===== config.mk =====
export PLATFORM = sky130hd
export DESIGN_NAME = cdf_accumulate
export DESIGN_NICKNAME = d
export VERILOG_FILES = /design/src/rtl/cdf_accumulate_pkg.sv /design/src/rtl/cdf_prefix4.sv /design/src/rtl/cdf_accumulate.sv
export SDC_FILE = /design/constraint.sdc
export NUM_CORES = 1
export LEC_CHECK = 0
export CAP_MARGIN = 20
export CORE_ASPECT_RATIO = 2
export CORE_MARGIN = 10
export CORE_UTILIZATION = 34
export DETAILED_ROUTE_END_ITERATION = 10
export DONT_BUFFER_PORTS = 1
export HOLD_SLACK_MARGIN = 0.06
export PLACE_DENSITY = 0.59
export SETUP_SLACK_MARGIN = 0.3
export SLEW_MARGIN = 20
export SYNTH_ARGS = -nofsm -noshare
export SYNTH_HDL_FRONTEND = slang
export SYNTH_SLANG_ARGS = --single-unit

===== constraint.sdc =====
create_clock -name clk -period 10.5 [get_ports clk]
set_clock_uncertainty 0.15 [all_clocks]
set_input_delay 1.575 -clock clk [delete_from_list [all_inputs] [get_ports clk]]
set_output_delay 1.575 -clock clk [all_outputs]
set_load 0.01 [all_outputs]

===== src/rtl/cdf_accumulate_pkg.sv =====
// rtl/cdf_accumulate_pkg.sv - shared constants, state encoding and lane helper for the CDF stage
package cdf_accumulate_pkg;

  localparam int NUM_BINS   = 256;
  localparam int LANES      = 4;
  localparam int NUM_WORDS  = NUM_BINS / LANES;
  localparam int LANE_W     = 32;
  localparam int WORD_W     = LANES * LANE_W;
  localparam int IDX_W      = $clog2(NUM_WORDS);
  localparam int LANE_IDX_W = $clog2(LANES);

  typedef enum logic [1:0] {
    IDLE  = 2'd0,
    RUN   = 2'd1,
    FLUSH = 2'd2,
    DONE  = 2'd3
  } cdf_state_e;

  // Lane k of a scratch word occupies bits [32k+31:32k].
  function automatic logic [LANE_W-1:0] lane_slice(input logic [WORD_W-1:0] word,
                                                   input int lane);
    return LANE_W'(word >> (lane * LANE_W));
  endfunction

endpackage


===== src/rtl/cdf_prefix4.sv =====
// rtl/cdf_prefix4.sv - combinational 4-lane prefix sum on top of a running accumulator
module cdf_prefix4
  import cdf_accumulate_pkg::*;
(
  input  logic [LANE_W-1:0]            acc,
  input  logic [WORD_W-1:0]            word,
  output logic [LANES-1:0][LANE_W-1:0] lane_cdf,
  output logic [LANE_IDX_W-1:0]        first_idx,
  output logic                         first_vld
);

  logic [LANE_W-1:0] run_sum;

  // Lowest lane with a non-zero running sum wins the first-non-zero report.
  always_comb begin
    run_sum   = acc;
    lane_cdf  = '0;
    first_idx = '0;
    first_vld = 1'b0;
    for (int k = 0; k < LANES; k++) begin
      run_sum     = run_sum + lane_slice(word, k);
      lane_cdf[k] = run_sum;
      if (!first_vld && (run_sum != '0)) begin
        first_vld = 1'b1;
        first_idx = LANE_IDX_W'(k);
      end
    end
  end

endmodule


===== src/rtl/cdf_accumulate.sv =====
// rtl/cdf_accumulate.sv - reads the 256-bin histogram, writes its running CDF and reports cdf_min
module cdf_accumulate
  import cdf_accumulate_pkg::*;
#(
  parameter int                ADDR_W    = 16,
  parameter logic [ADDR_W-1:0] HIST_BASE = 16'h0000,
  parameter logic [ADDR_W-1:0] CDF_BASE  = 16'h0040
) (
  input  logic              clk,
  input  logic              reset,
  input  logic              enable,
  input  logic [WORD_W-1:0] sc_mem_rd_data1,
  output logic [ADDR_W-1:0] sc_mem_rd_addr1,
  output logic [WORD_W-1:0] sc_mem_wt_data,
  output logic [ADDR_W-1:0] sc_mem_wt_addr,
  output logic              sc_mem_wt_en,
  output logic [LANE_W-1:0] cdf_min,
  output logic              cdf_busy,
  output logic              cdf_done
);

  localparam logic [IDX_W-1:0] LAST_IDX = IDX_W'(NUM_WORDS - 1);

  cdf_state_e state_q, state_d;

  logic              start;
  logic              issue;

  logic [IDX_W-1:0]  cnt_q, cnt_d;
  logic [ADDR_W-1:0] rd_addr_q, rd_addr_d;
  logic              rd_pend_q, rd_pend_d;
  logic [IDX_W-1:0]  rd_idx_q, rd_idx_d;
  logic [WORD_W-1:0] wt_data_q, wt_data_d;
  logic [ADDR_W-1:0] wt_addr_q, wt_addr_d;
  logic              wt_en_q, wt_en_d;
  logic [LANE_W-1:0] acc_q, acc_d;
  logic [LANE_W-1:0] cdf_min_q, cdf_min_d;
  logic              min_found_q, min_found_d;

  logic [LANES-1:0][LANE_W-1:0] lane_cdf;
  logic [LANE_IDX_W-1:0]        first_idx;
  logic                         first_vld;

  cdf_prefix4 u_prefix (
    .acc       (acc_q),
    .word      (sc_mem_rd_data1),
    .lane_cdf  (lane_cdf),
    .first_idx (first_idx),
    .first_vld (first_vld)
  );

  always_ff @(posedge clk) begin
    if (!reset) begin
      state_q <= IDLE;
    end else begin
      state_q <= state_d;
    end
  end

  // FLUSH exits once the last returned word has been consumed by the write stage.
  always_comb begin
    state_d = state_q;
    case (state_q)
      IDLE:    if (enable) state_d = RUN;
      RUN:     if (cnt_q == LAST_IDX) state_d = FLUSH;
      FLUSH:   if (!rd_pend_q) state_d = DONE;
      DONE:    state_d = IDLE;
      default: state_d = IDLE;
    endcase
  end

  always_comb begin
    start    = 1'b0;
    issue    = 1'b0;
    cdf_busy = 1'b0;
    cdf_done = 1'b0;
    case (state_q)
      IDLE:    start = enable;
      RUN: begin
        issue    = 1'b1;
        cdf_busy = 1'b1;
      end
      FLUSH:   cdf_busy = 1'b1;
      DONE:    cdf_done = 1'b1;
      default: ;
    endcase
  end

  always_comb begin
    cnt_d       = cnt_q;
    rd_addr_d   = rd_addr_q;
    rd_pend_d   = issue;
    rd_idx_d    = cnt_q;
    wt_data_d   = wt_data_q;
    wt_addr_d   = wt_addr_q;
    wt_en_d     = rd_pend_q;
    acc_d       = acc_q;
    cdf_min_d   = cdf_min_q;
    min_found_d = min_found_q;

    if (start) begin
      cnt_d       = '0;
      rd_addr_d   = HIST_BASE;
      acc_d       = '0;
      cdf_min_d   = '0;
      min_found_d = 1'b0;
    end

    // The read address parks on the last histogram word rather than running past it.
    if (issue && (cnt_q != LAST_IDX)) begin
      cnt_d     = cnt_q + IDX_W'(1);
      rd_addr_d = HIST_BASE + ADDR_W'(cnt_q + IDX_W'(1));
    end

    if (rd_pend_q) begin
      wt_data_d = lane_cdf;
      wt_addr_d = CDF_BASE + ADDR_W'(rd_idx_q);
      acc_d     = lane_cdf[LANES-1];
      if (!min_found_q && first_vld) begin
        cdf_min_d   = lane_cdf[first_idx];
        min_found_d = 1'b1;
      end
    end
  end

  always_ff @(posedge clk) begin
    if (!reset) begin
      cnt_q       <= '0;
      rd_addr_q   <= '0;
      rd_pend_q   <= 1'b0;
      rd_idx_q    <= '0;
      wt_data_q   <= '0;
      wt_addr_q   <= '0;
      wt_en_q     <= 1'b0;
      acc_q       <= '0;
      cdf_min_q   <= '0;
      min_found_q <= 1'b0;
    end else begin
      cnt_q       <= cnt_d;
      rd_addr_q   <= rd_addr_d;
      rd_pend_q   <= rd_pend_d;
      rd_idx_q    <= rd_idx_d;
      wt_data_q   <= wt_data_d;
      wt_addr_q   <= wt_addr_d;
      wt_en_q     <= wt_en_d;
      acc_q       <= acc_d;
      cdf_min_q   <= cdf_min_d;
      min_found_q <= min_found_d;
    end
  end

  assign sc_mem_rd_addr1 = rd_addr_q;
  assign sc_mem_wt_data  = wt_data_q;
  assign sc_mem_wt_addr  = wt_addr_q;
  assign sc_mem_wt_en    = wt_en_q;
  assign cdf_min         = cdf_min_q;

endmodule


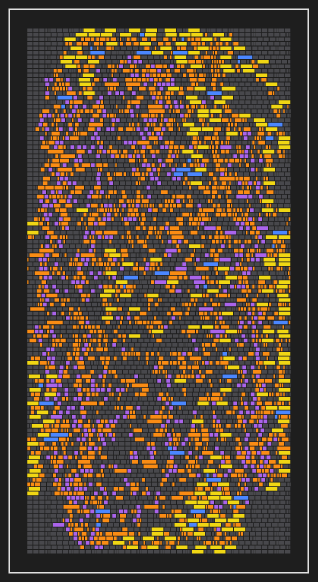
*Placed cells, one colour a class*
Fill, decap, tap and diode cells in grey.
Key: orange = remaining logic cells [cells 1864]; blue = clock drivers and dummy loads [cells 44]; purple = remaining buffers and delay cells [cells 579]; yellow = registers [cells 217]

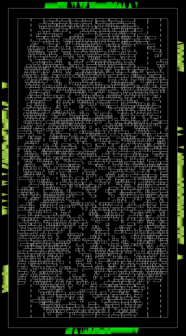
*Placed standard cells*
Well-Tap Cells: 654
Seq area share: 18.2%
Seq cells: 217

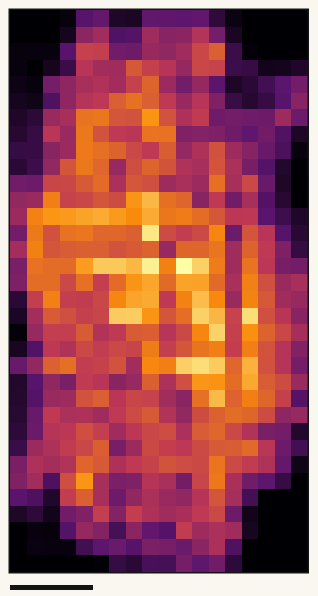
*Signal metal coverage by tile*
The bar under the picture is 50 um long. The die is cut into 18 by 34 equal tiles; black is low, pale yellow is high, scaled to the fullest tile. Values are wire area over tile area, all layers added.
The fullest tile reaches 0.68. 42% of the tiles are over half the peak. 8.5% of the tiles are nearly empty. The mean over all tiles is 0.29.
WL/cell: 30.4 um
WL final: 102 mm
total track usage: 31.4%
via count: 19700

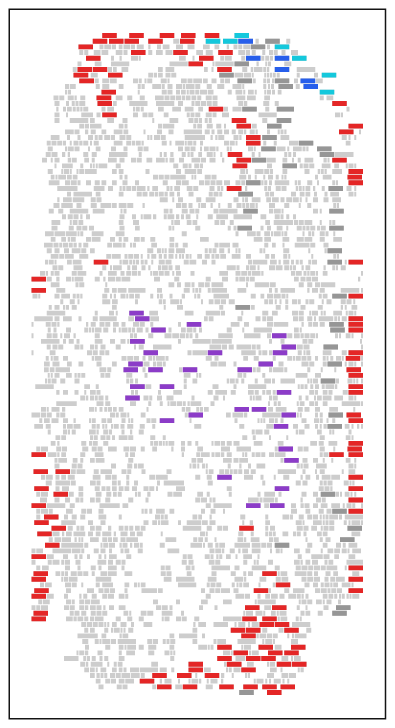
*Sequential cells coloured by netlist name*
Other sequential cells in the stronger grey, the rest of the logic in the fainter grey.
Key: cyan = sc_mem_wt_addr [placed flops 7]; blue = rd_idx_q [placed flops 6, where top right]; red = sc_mem_wt_data [placed flops 128, where all over the die]; purple = cdf_min [placed flops 32]
Another 44 sequential cells are not coloured.

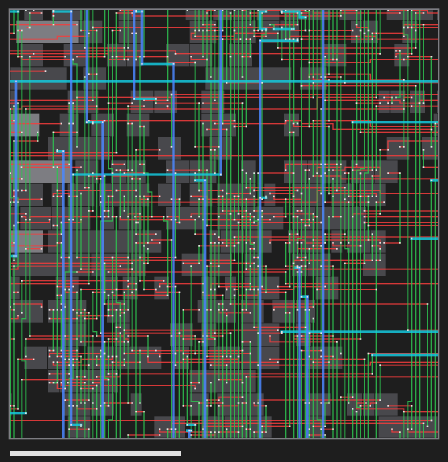
*Zoomed window*
The bar under the picture is 20 um long. Region (20, 60) to (70, 110) um. Cells in grey, sequential cells in the stronger grey; small squares are vias.
Key: cyan = M3; blue = M4; green = M2; red = M1
Most frequent: buf_4 (48), a21oi_1 (10), nand2_1 (7). 146 logic cells have their middle in the window. Netlist names of flops here include sc_mem_wt_data (3). Sequential cells in the window: 3.

==> registers in the layout, summed over array words and instances, names as in the netlist <==
name / count
cnt_q: 5
min_found_q: 1
rd_idx_q: 6
cdf_min: 32
sc_mem_wt_data: 128
sc_mem_wt_addr: 7
rd_pend_q: 1
acc_q: 32
sc_mem_rd_addr1: 2
state_q: 2
sc_mem_wt_en: 1
==> final cells by class <==
type	count	area (um^2)
antenna	7	17.5
clock buffer	30	643
fill	5010	27000
tap	654	818
sequential	217	4350
inverter	63	238
timing repair buffer	579	4590
multi-input combinational	1801	13100
clock inverter	14	133
==> logic make-up after synthesis <==
family / after synthesis
AND/OR/NAND/NOR: 735
AND-OR/OR-AND: 724
flip-flops: 217
buffers and inverters: 194
adder cells (fa/ha/maj): 141
multiplexers: 97
XOR/XNOR: 86
other: 1
==> timing repair <==
item / 4_1_cts / 5_1_grt
setup buffers: 7 / 6
gates cloned: 0 / 2
pin swaps: 21 / 40
resized: 53 / 104
endpoints found under the setup margin: 33 / 33
==> how the worst max path moves through the flow <==
stage,start,endpoint,slack (ns),depth (start not counted)
after CTS,sc_mem_rd_data1[0],cdf_min[19],0.31,42
after floorplan,sc_mem_rd_data1[0],cdf_min[19],0.35,35
after detailed placement,sc_mem_rd_data1[0],cdf_min[17],-1.27,37
after global routing,sc_mem_rd_data1[0],cdf_min[19],0.28,38
after global placement,sc_mem_rd_data1[0],cdf_min[15],-1.25,37
final,sc_mem_rd_data1[4],cdf_min[17],0.54,38
==> cells in the final DEF, fill, tap and decap left out, types with 33 or more instances in the layout <==
cell	n
a21boi_0	34
a21o_1	49
a21oi_1	233
and2_1	34
buf_4	559
dfxtp_1	216
ha_1	120
inv_1	61
mux2i_1	93
nand2_1	217
nand3_1	43
nand4_1	33
nor2_1	156
nor2b_1	58
nor3_1	39
o21ai_0	78
o21ai_1	36
xnor2_1	35
xor2_1	33
==> per-layer routing <==
metal	part of all wire, %	vias to the layer above	global-route usage, %
met5	0.011	-	0
li1	-	9034	-
met1	32	9557	28.2
met4	10	2	27.6
met2	51	814	58.1
met3	6.3	308	6.78
==> critical path: cells and delay by family <==
family                   cells  cell delay, ns
AND/OR/NAND/NOR             10            2.86
AND-OR/OR-AND               14            2.83
buffers and inverters        7            1.13
adder cells (fa/ha/maj)      4            1.12
XOR/XNOR                     3            0.72
==> deck_impl_summary.md <==
Implementation Results

Outcome
  – Status: finished clean

Floorplan
  – Pre-Place Util: 34.3%
  – Ports: 326

Run
  – Total of max-cap violations: 0

Timing
  – Setup TNS: 0 ns
  – Hold Fails Final Rpt: 0
  – Worst-margin pin slew: approximately 1.1 ns
  – RSZ-0062 raised after global routing: no

Logic synthesis
  – Xor/xnor share: 4.49%
  – Area leader, netlist: dfxtp_1
  – Post-synth cell types: 100
  – Mean post-synth cell area: ~7.9 um^2
  – Post-synth top area share: 24.9%
  – Post-synth seq share: 24.9%

Placement
  – Gpl congestion: 1.04
  – DP Area: 22100 um^2
  – Port bufs: 0
  – Placement Setup Slack: -1.27 ns

Worst setup path
  – CP Launch Type: input pin
  – CP Class: input pin to flip-flop
  – WP data required: approximately 11 ns

Layout
  – Design area: 23800 um^2
  – Fin cells: 3365

Clock network
  – Post-CTS Hold Fix Bufs: 0
  – Clock sinks: 217

Global routing
  – Grt ovf: 0

Routing
  – Vias/cell: roughly 6
  – Post-route ant nets: 0

Worst hold path
  – Hold path cells: 2
